### src/rtl/rtc_pkg.sv
// rtc_pkg: shared field widths, packed time/date records, reset constants
// and the calendar helpers used by the RTC datapath.
//   is_leap(year)               Gregorian leap rule
//   days_in_month(month, year)  28..31
//   time_valid(t)               hh<=23, mm<=59, ss<=59
//   bin2bcd2(v)                 0..99   -> 2 BCD digits
//   bin2bcd4(v)                 0..9999 -> 4 BCD digits
package rtc_pkg;

    localparam int SEC_W  = 6;
    localparam int MIN_W  = 6;
    localparam int HOUR_W = 5;
    localparam int DAY_W  = 5;
    localparam int MON_W  = 4;
    localparam int YEAR_W = 14;

    localparam logic [YEAR_W-1:0] YEAR_MAX = 14'd9999;

    typedef struct packed {
        logic [HOUR_W-1:0] hour;
        logic [MIN_W-1:0]  minute;
        logic [SEC_W-1:0]  second;
    } time_t;

    typedef struct packed {
        logic [YEAR_W-1:0] year;
        logic [MON_W-1:0]  month;
        logic [DAY_W-1:0]  day;
    } date_t;

    localparam time_t TIME_RESET = '{hour: '0, minute: '0, second: '0};

    function automatic logic is_leap(input logic [YEAR_W-1:0] y);
        return ((y % 14'd4 == 14'd0) && (y % 14'd100 != 14'd0)) ||
               (y % 14'd400 == 14'd0);
    endfunction

    function automatic logic [DAY_W-1:0] days_in_month(input logic [MON_W-1:0] m,
                                                       input logic [YEAR_W-1:0] y);
        case (m)
            4'd2:                      return is_leap(y) ? 5'd29 : 5'd28;
            4'd4, 4'd6, 4'd9, 4'd11:   return 5'd30;
            default:                   return 5'd31;
        endcase
    endfunction

    function automatic logic time_valid(input time_t t);
        return (t.hour <= 5'd23) && (t.minute <= 6'd59) && (t.second <= 6'd59);
    endfunction

    function automatic logic [7:0] bin2bcd2(input logic [6:0] v);
        return {4'(v / 7'd10), 4'(v % 7'd10)};
    endfunction

    function automatic logic [15:0] bin2bcd4(input logic [YEAR_W-1:0] v);
        return {4'(v / 14'd1000), 4'((v / 14'd100) % 14'd10),
                4'((v / 14'd10) % 14'd10), 4'(v % 14'd10)};
    endfunction

endpackage

### src/rtl/rtc_calendar_alarm_prescaler.sv
// rtc_prescaler: clock-enable generator for the RTC.
//   clk, rst_n  system clock, async active-low reset
//   en          0 holds the prescaler in its restart state
//   sel_fast    1: period FAST_DIV cycles, 0: period F_IN cycles
//   clr         restart the period (time load)
//   tick        one-cycle pulse, once per period
// Implemented as a down-counter holding the cycles left before the tick;
// a restart reloads it so the next tick lands a full period later.
module rtc_prescaler #(
    parameter int F_IN     = 50_000_000,
    parameter int FAST_DIV = 5_000
) (
    input  logic clk,
    input  logic rst_n,
    input  logic en,
    input  logic sel_fast,
    input  logic clr,
    output logic tick
);

    localparam int P_MAX = (F_IN > FAST_DIV) ? F_IN : FAST_DIV;
    localparam int CW    = (P_MAX > 2) ? $clog2(P_MAX) : 1;

    localparam logic [CW-1:0] LAST_SLOW = CW'(F_IN - 1);
    localparam logic [CW-1:0] LAST_FAST = CW'(FAST_DIV - 1);

    logic [CW-1:0] remain;
    logic [CW-1:0] reload;
    logic          sel_q;
    logic          restart;

    assign reload  = sel_fast ? LAST_FAST : LAST_SLOW;
    // A rate change is seen one cycle late through sel_q; that cycle restarts.
    assign restart = clr || !en || (sel_fast != sel_q);
    assign tick    = !restart && (remain == '0);

    always_ff @(posedge clk or negedge rst_n) begin
        if (!rst_n) begin
            remain <= LAST_SLOW;
            sel_q  <= 1'b0;
        end else begin
            sel_q <= sel_fast;
            if (restart || remain == '0) begin
                remain <= reload;
            end else begin
                remain <= remain - CW'(1);
            end
        end
    end

endmodule

### src/rtl/rtc_calendar_alarm.sv
// rtc_calendar_alarm: hh:mm:ss dd/mm/yyyy real-time clock with Gregorian
// leap rules, validated atomic load and NUM_ALARMS sticky time-of-day alarms.
//   clk, rst_n          system clock, async active-low reset
//   en, sel_fast        run enable and tick-rate select
//   load/ld_time/ld_date   atomic time+date write (binary fields)
//   alm_wr/alm_idx/alm_time/alm_en   alarm channel write
//   alm_ack             per-channel flag clear
//   time_bcd, date_bcd  packed BCD view of the registered binary state
//   tick                pulse on every time advance
//   leap_year           current year is a leap year
//   load_err            pulse the cycle after a rejected load or alm_wr
//   alm_flag            sticky alarm-matched flags
module rtc_calendar_alarm
    import rtc_pkg::*;
#(
    parameter int F_IN       = 50_000_000,
    parameter int FAST_DIV   = 5_000,
    parameter int NUM_ALARMS = 2,
    parameter int YEAR_RESET = 2000
) (
    input  logic                  clk,
    input  logic                  rst_n,
    input  logic                  en,
    input  logic                  sel_fast,
    input  logic                  load,
    input  logic [16:0]           ld_time,
    input  logic [22:0]           ld_date,
    input  logic                  alm_wr,
    input  logic [1:0]            alm_idx,
    input  logic [16:0]           alm_time,
    input  logic                  alm_en,
    input  logic [NUM_ALARMS-1:0] alm_ack,
    output logic [23:0]           time_bcd,
    output logic [31:0]           date_bcd,
    output logic                  tick,
    output logic                  leap_year,
    output logic                  load_err,
    output logic [NUM_ALARMS-1:0] alm_flag
);

    localparam date_t DATE_RESET = '{year: YEAR_W'(YEAR_RESET), month: 4'd1, day: 5'd1};

    time_t cur_t, nxt_t, ld_t, alm_t_in;
    date_t cur_d, nxt_d, ld_d;

    logic            ld_valid, ld_ok, alm_valid, alm_ok;
    logic [DAY_W-1:0] dim_cur;

    assign ld_t     = time_t'(ld_time);
    assign ld_d     = date_t'(ld_date);
    assign alm_t_in = time_t'(alm_time);

    rtc_prescaler #(
        .F_IN     (F_IN),
        .FAST_DIV (FAST_DIV)
    ) u_prescaler (
        .clk      (clk),
        .rst_n    (rst_n),
        .en       (en),
        .sel_fast (sel_fast),
        .clr      (load),
        .tick     (tick)
    );

    // Day is checked against the month length of the year being loaded,
    // so 29/02 is accepted only together with a leap year.
    assign ld_valid = time_valid(ld_t) &&
                      (ld_d.year <= YEAR_MAX) &&
                      (ld_d.month >= 4'd1) && (ld_d.month <= 4'd12) &&
                      (ld_d.day >= 5'd1) &&
                      (ld_d.day <= days_in_month(ld_d.month, ld_d.year));
    assign ld_ok     = load && ld_valid;
    assign alm_valid = time_valid(alm_t_in) && (int'(alm_idx) < NUM_ALARMS);
    assign alm_ok    = alm_wr && alm_valid;

    assign dim_cur = days_in_month(cur_d.month, cur_d.year);

    // Full carry cascade from seconds to years for a single advance.
    always_comb begin
        nxt_t = cur_t;
        nxt_d = cur_d;
        if (cur_t.second != 6'd59) begin
            nxt_t.second = cur_t.second + 6'd1;
        end else begin
            nxt_t.second = '0;
            if (cur_t.minute != 6'd59) begin
                nxt_t.minute = cur_t.minute + 6'd1;
            end else begin
                nxt_t.minute = '0;
                if (cur_t.hour != 5'd23) begin
                    nxt_t.hour = cur_t.hour + 5'd1;
                end else begin
                    nxt_t.hour = '0;
                    if (cur_d.day < dim_cur) begin
                        nxt_d.day = cur_d.day + 5'd1;
                    end else begin
                        nxt_d.day = 5'd1;
                        if (cur_d.month != 4'd12) begin
                            nxt_d.month = cur_d.month + 4'd1;
                        end else begin
                            nxt_d.month = 4'd1;
                            nxt_d.year  = (cur_d.year == YEAR_MAX) ? '0 : cur_d.year + 14'd1;
                        end
                    end
                end
            end
        end
    end

    // The prescaler suppresses tick whenever load is high, so load always wins.
    always_ff @(posedge clk or negedge rst_n) begin
        if (!rst_n) begin
            cur_t    <= TIME_RESET;
            cur_d    <= DATE_RESET;
            load_err <= 1'b0;
        end else begin
            load_err <= (load && !ld_valid) || (alm_wr && !alm_valid);
            if (ld_ok) begin
                cur_t <= ld_t;
                cur_d <= ld_d;
            end else if (tick) begin
                cur_t <= nxt_t;
                cur_d <= nxt_d;
            end
        end
    end

    for (genvar k = 0; k < NUM_ALARMS; k++) begin : g_alarm
        time_t alm_t_q;
        logic  alm_en_q;
        logic  flag_q;
        logic  hit;

        // Compared against the value being advanced into, so the flag rises
        // on the same edge as the matching time appears.
        assign hit         = tick && alm_en_q && (nxt_t == alm_t_q);
        assign alm_flag[k] = flag_q;

        always_ff @(posedge clk or negedge rst_n) begin
            if (!rst_n) begin
                alm_t_q  <= TIME_RESET;
                alm_en_q <= 1'b0;
                flag_q   <= 1'b0;
            end else begin
                if (alm_ok && (alm_idx == 2'(k))) begin
                    alm_t_q  <= alm_t_in;
                    alm_en_q <= alm_en;
                end
                if (hit) begin
                    flag_q <= 1'b1;
                end else if (alm_ack[k]) begin
                    flag_q <= 1'b0;
                end
            end
        end
    end

    assign time_bcd  = {bin2bcd2(7'(cur_t.hour)), bin2bcd2(7'(cur_t.minute)),
                        bin2bcd2(7'(cur_t.second))};
    assign date_bcd  = {bin2bcd2(7'(cur_d.day)), bin2bcd2(7'(cur_d.month)),
                        bin2bcd4(cur_d.year)};
    assign leap_year = is_leap(cur_d.year);

endmodule
### config.mk
export PLATFORM = sky130hd
export DESIGN_NAME = rtc_calendar_alarm
export DESIGN_NICKNAME = d
export VERILOG_FILES = /design/src/rtl/rtc_pkg.sv /design/src/rtl/rtc_calendar_alarm_prescaler.sv /design/src/rtl/rtc_calendar_alarm.sv
export SDC_FILE = /design/constraint.sdc
export NUM_CORES = 1
export LEC_CHECK = 0
export CELL_PAD_IN_SITES_DETAIL_PLACEMENT = 1
export CELL_PAD_IN_SITES_GLOBAL_PLACEMENT = 1
export CORE_AREA = 2 2 174 176
export CTS_BUF_LIST = sky130_fd_sc_hd__clkbuf_4
export CTS_CLUSTER_SIZE = 40
export DETAILED_ROUTE_END_ITERATION = 16
export DIE_AREA = 0 0 176 178
export PLACE_DENSITY = 0.93
export SYNTH_ARGS = -nofsm -noshare
export SYNTH_HDL_FRONTEND = slang
export SYNTH_SLANG_ARGS = --single-unit
### constraint.sdc
create_clock -name clk -period 7.25 [get_ports clk]
set_input_delay 0.725 -clock clk [delete_from_list [all_inputs] [get_ports clk]]
set_output_delay 0.725 -clock clk [all_outputs]
set_load 0.03 [all_outputs]
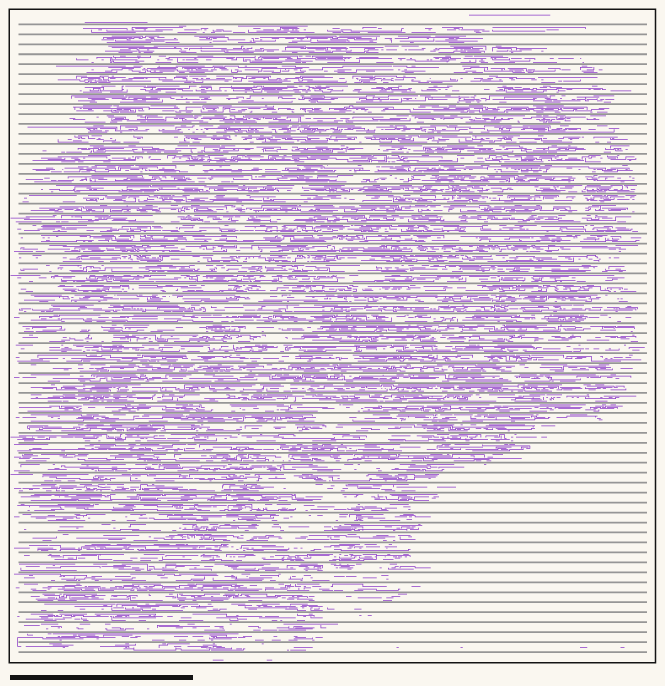
(images/m1.png)
The bar under the picture is 50 microns long. Supply wires on this layer in gray.
- longest straight run: 52.9 microns
- share of all routed wire: 35%
- nets with wire on the layer: 1887
- main direction: horizontal
- wire length on this layer: 22.7 mm

==> impl_metrics.ini <==
; yosys + openroad results
[drt]
num_vias = 16390
wl_mm = 64.4
drcViolationCount = 0
avgRoutedWirePerCell_microns = 28.1
drtAntennaViolNets = 0
post_drt_via_cell_ratio = 7.14

[layout]
lay_top_count = buf_4
fin_cells = 2294
drive_gt1_share_pct = 22.6
largestRegisters = g_alarm.alm_t_q: 34 flops, u_prescaler.remain: 26 flops, cur_d: 23 flops
largest_reg_flops = 34
fin_area_sq_um = 16300
utilization_pct = 55.6

[floorplanning]
die_y_microns = 178
dieArea_sq_um = 31300
core-area_sq_um = 29400
die_w_microns = 176
num_rows = 63

[final_timing]
drv_slew = 0
setup_viol_count_final = 9
holdWs_ps = 164
min_period_over_period_pct = 106
worst_slack_ps = -463
fmax_ghz = 0.130
worst_pin_slew_ps = 1360
finalHoldViolCount = 0
rsz0062_at_grt = yes
finClkSkew_ps = 53.7

[run_status]
violations = setup timing
status = finished with violations

[clock_tree]
cts_buffers = 9
cts.sinks = 106
htreeDepth = 3
hold_buffers = 0
ctsResizeCount = 37
clk_path_buf_depth = 2
cts_tree = done
cts-root-buf = clkbuf_4

[setup_path]
cp_slowest_cell = o211ai_1
r2r-end = cur_d[20]
crit_path_end = cur_d[20]
end_kind = register
cp_max_fo = 18
worstSetupPathType = in2reg
required_ps = 7610
reg2regPathDepth = 22
worstReg2RegStart = cur_d[20]
cp-start-kind = input port
critical-path-max-stage-delay_ps = 820

[synthesis]
synthesis.area_sq_um = 13100
synth-compound-area-share_pct = 28.3
ys_types = 118
mux_share_pct = 7.67
synth.most_common_cell = nand2_1
area_leaders = dfrtp_1 15%, xnor2_1 6.0%, dfstp_2 5.2%, nand2_1 4.6%, o21ai_0 4.4%
yosys.area_share.adder_pct = 5.04
ys_ff = 106
synthXorXnorAreaFrac_pct = 8.19
ys_top_logic_family = AND-OR/OR-AND gates
async_flop_share_pct = 100
ys_cells = 1702
netlist_instances = 1702

[place]
hpwl_mm = 38.0
place_area_sq_um = 15100
place.gp.congestion = 0.927
dp_slack_ps = -765
io_buffers = 119

[grt]
grt_overflow_total = 0
grt.total_usage_pct = 33.9
grt_pass1_vias = 15959

[worst_hold_path]
hp-class = in2async
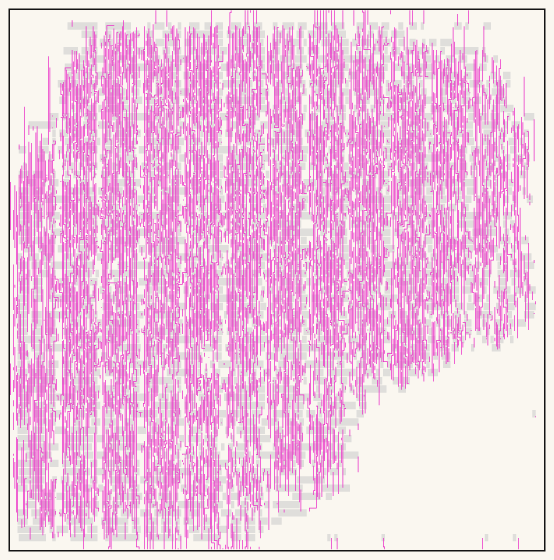
(images/m2.png)
- wire length on this layer: 29.9 mm
- nets with wire on the layer: 1911
- longest straight run: 48.3 microns
- main direction: vertical

layout make-up:
cell class,instances,area [sq um],area share (%)
multi-input cells,1405,10100,61.8
flip-flops and latches,106,2700,16.5
repair buffers,305,2630,16.1
well taps,390,488,2.99
inverters,71,267,1.63
clock inverters,7,93.8,0.574
clock buffers,9,67.6,0.414
diodes,1,2.50,0.0153
worst max-delay path, delay by kind of cell:
kind / cells / cell delay (ps)
mux: 3 / 900
fa+ha+maj: 2 / 650
simple gates: 6 / 990
buf+inv: 7 / 1490
compound gates: 15 / 3330
routing by layer:
metal	up-vias	global-route usage, %	wire length [microns]
met5	-	0	37
met4	6	20.0	5640
met3	507	5.35	6050
met2	1298	59.0	29900
met1	7915	39.5	22700
li1	6664	-	-
